## src/rtl/threat_response_ctrl.sv

```systemverilog
// threat_response_ctrl
// Confirms persistent per-type threat flags, queues newly confirmed threats
// as pending, and dispatches them one at a time (lowest index first) to a
// countermeasure unit over a valid/ready handshake, followed by a fixed
// cooldown. Optional feature macro: THREAT_STATS_EN (handshake counter on
// dispatch_count; tied to zero when undefined).
module threat_response_ctrl #(
    parameter int PERSIST  = 3,
    parameter int COOLDOWN = 8
) (
    input  logic        clk,
    input  logic        reset,
    input  logic [7:0]  threat_vector,
    input  logic        cm_ready,
    output logic        cm_valid,
    output logic [2:0]  cm_code,
    output logic [7:0]  confirmed,
    output logic [7:0]  pending,
    output logic        alert,
    output logic [1:0]  state,
    output logic [15:0] dispatch_count
);

    typedef enum logic [1:0] {
        S_IDLE     = 2'd0,
        S_DISPATCH = 2'd1,
        S_COOLDOWN = 2'd2
    } state_t;

    localparam logic [3:0] PERSIST_C  = 4'(PERSIST);
    localparam logic [7:0] COOLDOWN_C = 8'(COOLDOWN);

    state_t      state_reg, state_next;
    logic [2:0]  code_next;
    logic [7:0]  cd_reg, cd_next;
    logic [3:0]  cnt_reg  [8];
    logic [3:0]  cnt_next [8];
    logic [7:0]  conf_next;
    logic [7:0]  rise;
    logic [7:0]  clr;
    logic [7:0]  pending_next;
    logic        handshake;
    logic [2:0]  sel;

    // Per-bit persistence counters; confirmation follows the counter's next value
    // so confirmed rises on the very edge the counter reaches PERSIST.
    genvar gi;
    generate
        for (gi = 0; gi < 8; gi++) begin : g_persist
            // Saturating count while the flag is high, clear when it drops.
            always_comb begin
                cnt_next[gi] = 4'd0;
                if (threat_vector[gi]) begin
                    cnt_next[gi] = (cnt_reg[gi] >= PERSIST_C) ? PERSIST_C : cnt_reg[gi] + 4'd1;
                end
            end

            assign conf_next[gi] = (cnt_next[gi] == PERSIST_C);

            // Counter register.
            always_ff @(posedge clk or posedge reset) begin
                if (reset) cnt_reg[gi] <= 4'd0;
                else       cnt_reg[gi] <= cnt_next[gi];
            end
        end
    endgenerate

    // Pending arms only on a fresh confirmation; the handshake clears the
    // dispatched index, but a same-edge re-arm takes precedence.
    assign handshake    = (state_reg == S_DISPATCH) && cm_ready;
    assign rise         = conf_next & ~confirmed;
    assign clr          = handshake ? (8'd1 << cm_code) : 8'd0;
    assign pending_next = (pending & ~clr) | rise;

    // Lowest set pending index wins.
    always_comb begin
        sel = 3'd0;
        for (int i = 7; i >= 0; i--) begin
            if (pending[i]) sel = 3'(i);
        end
    end

    // Next-state logic: dispatch command stays frozen until the handshake.
    always_comb begin
        state_next = state_reg;
        code_next  = cm_code;
        cd_next    = cd_reg;
        unique case (state_reg)
            S_IDLE: begin
                if (pending != 8'd0) begin
                    code_next  = sel;
                    state_next = S_DISPATCH;
                end
            end
            S_DISPATCH: begin
                if (cm_ready) begin
                    cd_next    = COOLDOWN_C;
                    state_next = S_COOLDOWN;
                end
            end
            S_COOLDOWN: begin
                if (cd_reg <= 8'd1) begin
                    cd_next    = 8'd0;
                    state_next = S_IDLE;
                end else begin
                    cd_next = cd_reg - 8'd1;
                end
            end
            default: begin
                state_next = S_IDLE;
            end
        endcase
    end

    // State, command, cooldown, confirmation and pending registers.
    always_ff @(posedge clk or posedge reset) begin
        if (reset) begin
            state_reg <= S_IDLE;
            cm_code   <= 3'd0;
            cd_reg    <= 8'd0;
            confirmed <= 8'd0;
            pending   <= 8'd0;
            alert     <= 1'b0;
        end else begin
            state_reg <= state_next;
            cm_code   <= code_next;
            cd_reg    <= cd_next;
            confirmed <= conf_next;
            pending   <= pending_next;
            alert     <= |confirmed;
        end
    end

    assign cm_valid = (state_reg == S_DISPATCH);
    assign state    = state_reg;

`ifdef THREAT_STATS_EN
    logic [15:0] dc_reg;

    // Saturating handshake counter.
    always_ff @(posedge clk or posedge reset) begin
        if (reset)                               dc_reg <= 16'd0;
        else if (handshake && dc_reg != 16'hFFFF) dc_reg <= dc_reg + 16'd1;
    end

    assign dispatch_count = dc_reg;
`else
    assign dispatch_count = 16'h0000;
`endif

endmodule

```

## config.mk

```make
export PLATFORM = sky130hd
export DESIGN_NAME = threat_response_ctrl
export DESIGN_NICKNAME = d
export VERILOG_FILES = /design/src/rtl/threat_response_ctrl.sv
export SDC_FILE = /design/constraint.sdc
export NUM_CORES = 1
export LEC_CHECK = 0
export ABC_AREA = 1
export CAP_MARGIN = 10
export CORE_MARGIN = 4
export CORE_UTILIZATION = 56
export CTS_CLUSTER_DIAMETER = 30
export CTS_CLUSTER_SIZE = 30
export DETAILED_ROUTE_END_ITERATION = 10
export PLACE_DENSITY = 0.95
export SYNTH_ARGS = -nofsm -noshare
export SYNTH_HDL_FRONTEND = slang
export SYNTH_SLANG_ARGS = --single-unit
```

## constraint.sdc

```tcl
create_clock -name clk -period 3.9 [get_ports clk]
set_input_delay 0.78 -clock clk [delete_from_list [all_inputs] [get_ports clk]]
set_output_delay 0.78 -clock clk [all_outputs]
set_load 0.02 [all_outputs]
```

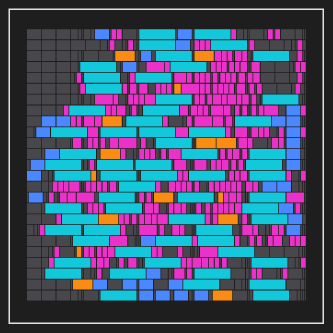
class_map.png
Drawn at 4 px/um. Fill, decap, tap and diode cells in gray.
Key: cyan = sequential cells [cells 62]; blue = remaining buffers and delay cells [cells 34]; magenta = remaining logic cells [cells 258]; orange = clock drivers and dummy loads [cells 15]
CORE AREA: 4750 um2
number of standard-cell rows in the floorplan: 25

==> Slide: Implementation Results <==
Key Metrics from the Run

Outcome
  • Run status: complete, no violations

Setup path
  • Largest fanout on the critical path: 4
  • Timing startpoint of the critical path: state[1]
  • Data arrival, critical path: 1.60 ns
  • Data required time at the worst endpoint: 3.12 ns
  • Critical-path cell with the highest stage delay: sky130_fd_sc_hd__clkdlybuf4s50_1
  • R2r startpoint: cd_reg[1]
  • Setup crit end: cm_valid
  • Kind of start point of the critical path: flop
  • Cell occurring most often along the worst timing path: sky130_fd_sc_hd__inv_1
  • Setup slack of the most critical reg-to-reg path: 2.42 ns
  • Critical Path, Cell by Cell: inv_1, nand2_1, inv_1, clkdlybuf4s50_1
  • Register-to-Register Path Depth: 9

Hold path
  • HP Class: flop to flop
  • Worst hold start: confirmed[3]

Synth
  • Register bit total from synthesis: 62
  • Top cells by instance count after synthesis: sky130_fd_sc_hd__nand2_1 (68), sky130_fd_sc_hd__dfrtp_1 (62), sky130_fd_sc_hd__inv_1 (58), sky130_fd_sc_hd__nor2_1 (30), sky130_fd_sc_hd__o21ai_0 (19)
  • Area reported by Yosys stat: 2760 um2
  • Number of distinct library cells after synthesis: 23
  • Largest type area fraction: 0.563
  • Share of flip-flops with an asynchronous set or reset after synthesis: 1.00
  • Sequential fraction of the synthesis area: 0.563
  • Most frequent cell after synthesis: sky130_fd_sc_hd__nand2_1
  • Most used flip-flop cell: sky130_fd_sc_hd__dfrtp_1

Pwr
  • Leakage component of the power: 1.73 nW

Final timing
  • Time the final worst path needs with I/O delays and setup: 2.38 ns
  • Unrepaired setup endpoints after global routing: no
  • Final cycle utilization of the critical path: 0.611
  • F_max: 0.420 GHz
  • Final hold violation count: 0

Detailed routing
  • Residual DRC count: 0
  • Antenna-violating nets left: 0
  • Number of design-rule violations left by the first detailed-router iteration: 82

Placed design
  • Placed standard-cell area: 3170 um2
  • Dpl hpwl: 3.64 mm

Clock network
  • Clock tree root buffer cell: sky130_fd_sc_hd__clkbuf_8
  • Number of clock sinks: 62
  • Post-CTS setup buffer count: 0
  • CTS tree: yes

Global routing
  • Initial antenna violation count: 0
  • Global-route wire length before repair: 8.57 mm
  • Final global-route overflow total: 0
  • Total Routing Usage GR: 0.181

Cells and area
  • Antenna diode count: 0
  • Number of flip-flops under the largest register name: 32
  • Area of all sequential standard cells: 1550 um2
  • Fraction of layout cells with a size suffix above 1: 0.0813

Flow run
  • Number of warning messages in the logs: 27
  • Max-capacitance violation count: 0

Floorplan
  • Floorplan core density: 0.580
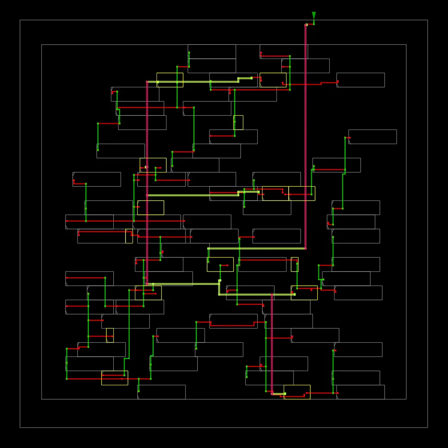
clock_nets.png
clock network latency to the later pin of the worst-skew pair: 0.33 ns
number of clock-tree buffers in the layout: 14
Clk. pwr: 482 uW

[through the flow]
| stage | setup WS, ns | power [mW] | utilization | hold WS (ns) | instances |
|---|---|---|---|---|---|
| after CTS | 1.51 | 1.88 | 0.703 | 0.525 | 436 |
| after floorplan | 1.58 | 1.21 | - | 0.470 | 336 |
| final | 1.52 | 1.87 | 0.703 | 0.521 | 436 |
| after global placement | 1.89 | 1.36 | 0.668 | 0.487 | 421 |
| after global routing | 1.44 | 1.99 | 0.703 | 0.556 | 436 |
| after detailed placement | 1.86 | 1.39 | 0.668 | 0.508 | 421 |
[worst max-delay path: cells and delay by family (launching register included)]
kind          cells  cell delay (ns)
simple gates      1             0.07
flops             1             0.42
buf+inv           3             0.77
[area by class of cell]
type	count	share of cell area
Sequential cell	62	0.464
Multi-Input combinational cell	200	0.294
Timing Repair Buffer	34	0.101
Inverter	58	0.0651
Clock buffer	14	0.0487
Tap cell	67	0.0251
Clock inverter	1	0.00150
[cell families (layout without fill, tap and decap cells)]
kind of cell	Yosys count	count (layout)	synth area share
other	1	32	0.00136
XOR/XNOR	2	2	0.00636
buffers and inverters	74	107	0.123
flip-flops	62	62	0.563
adder cells (fa/ha/maj)	10	10	0.0454
AND-OR/OR-AND	27	27	0.0558
AND/OR/NAND/NOR	129	129	0.206
[per-layer routing]
metal	global-route usage	vias up	routed length, um
li1	-	999	-
met1	0.212	966	2140
met2	0.303	56	2410
met3	0.0516	8	235
met4	0.0962	0	100
met5	0	-	0
[where the power goes]
group          switching (mW)  leakage [nW]  internal, mW
sequential             0.0787         0.732         0.735
combinational           0.352         0.916         0.218
clock                   0.221        0.0865         0.261
total                   0.652          1.73          1.21
Power is estimated from default activity; no workload was simulated.
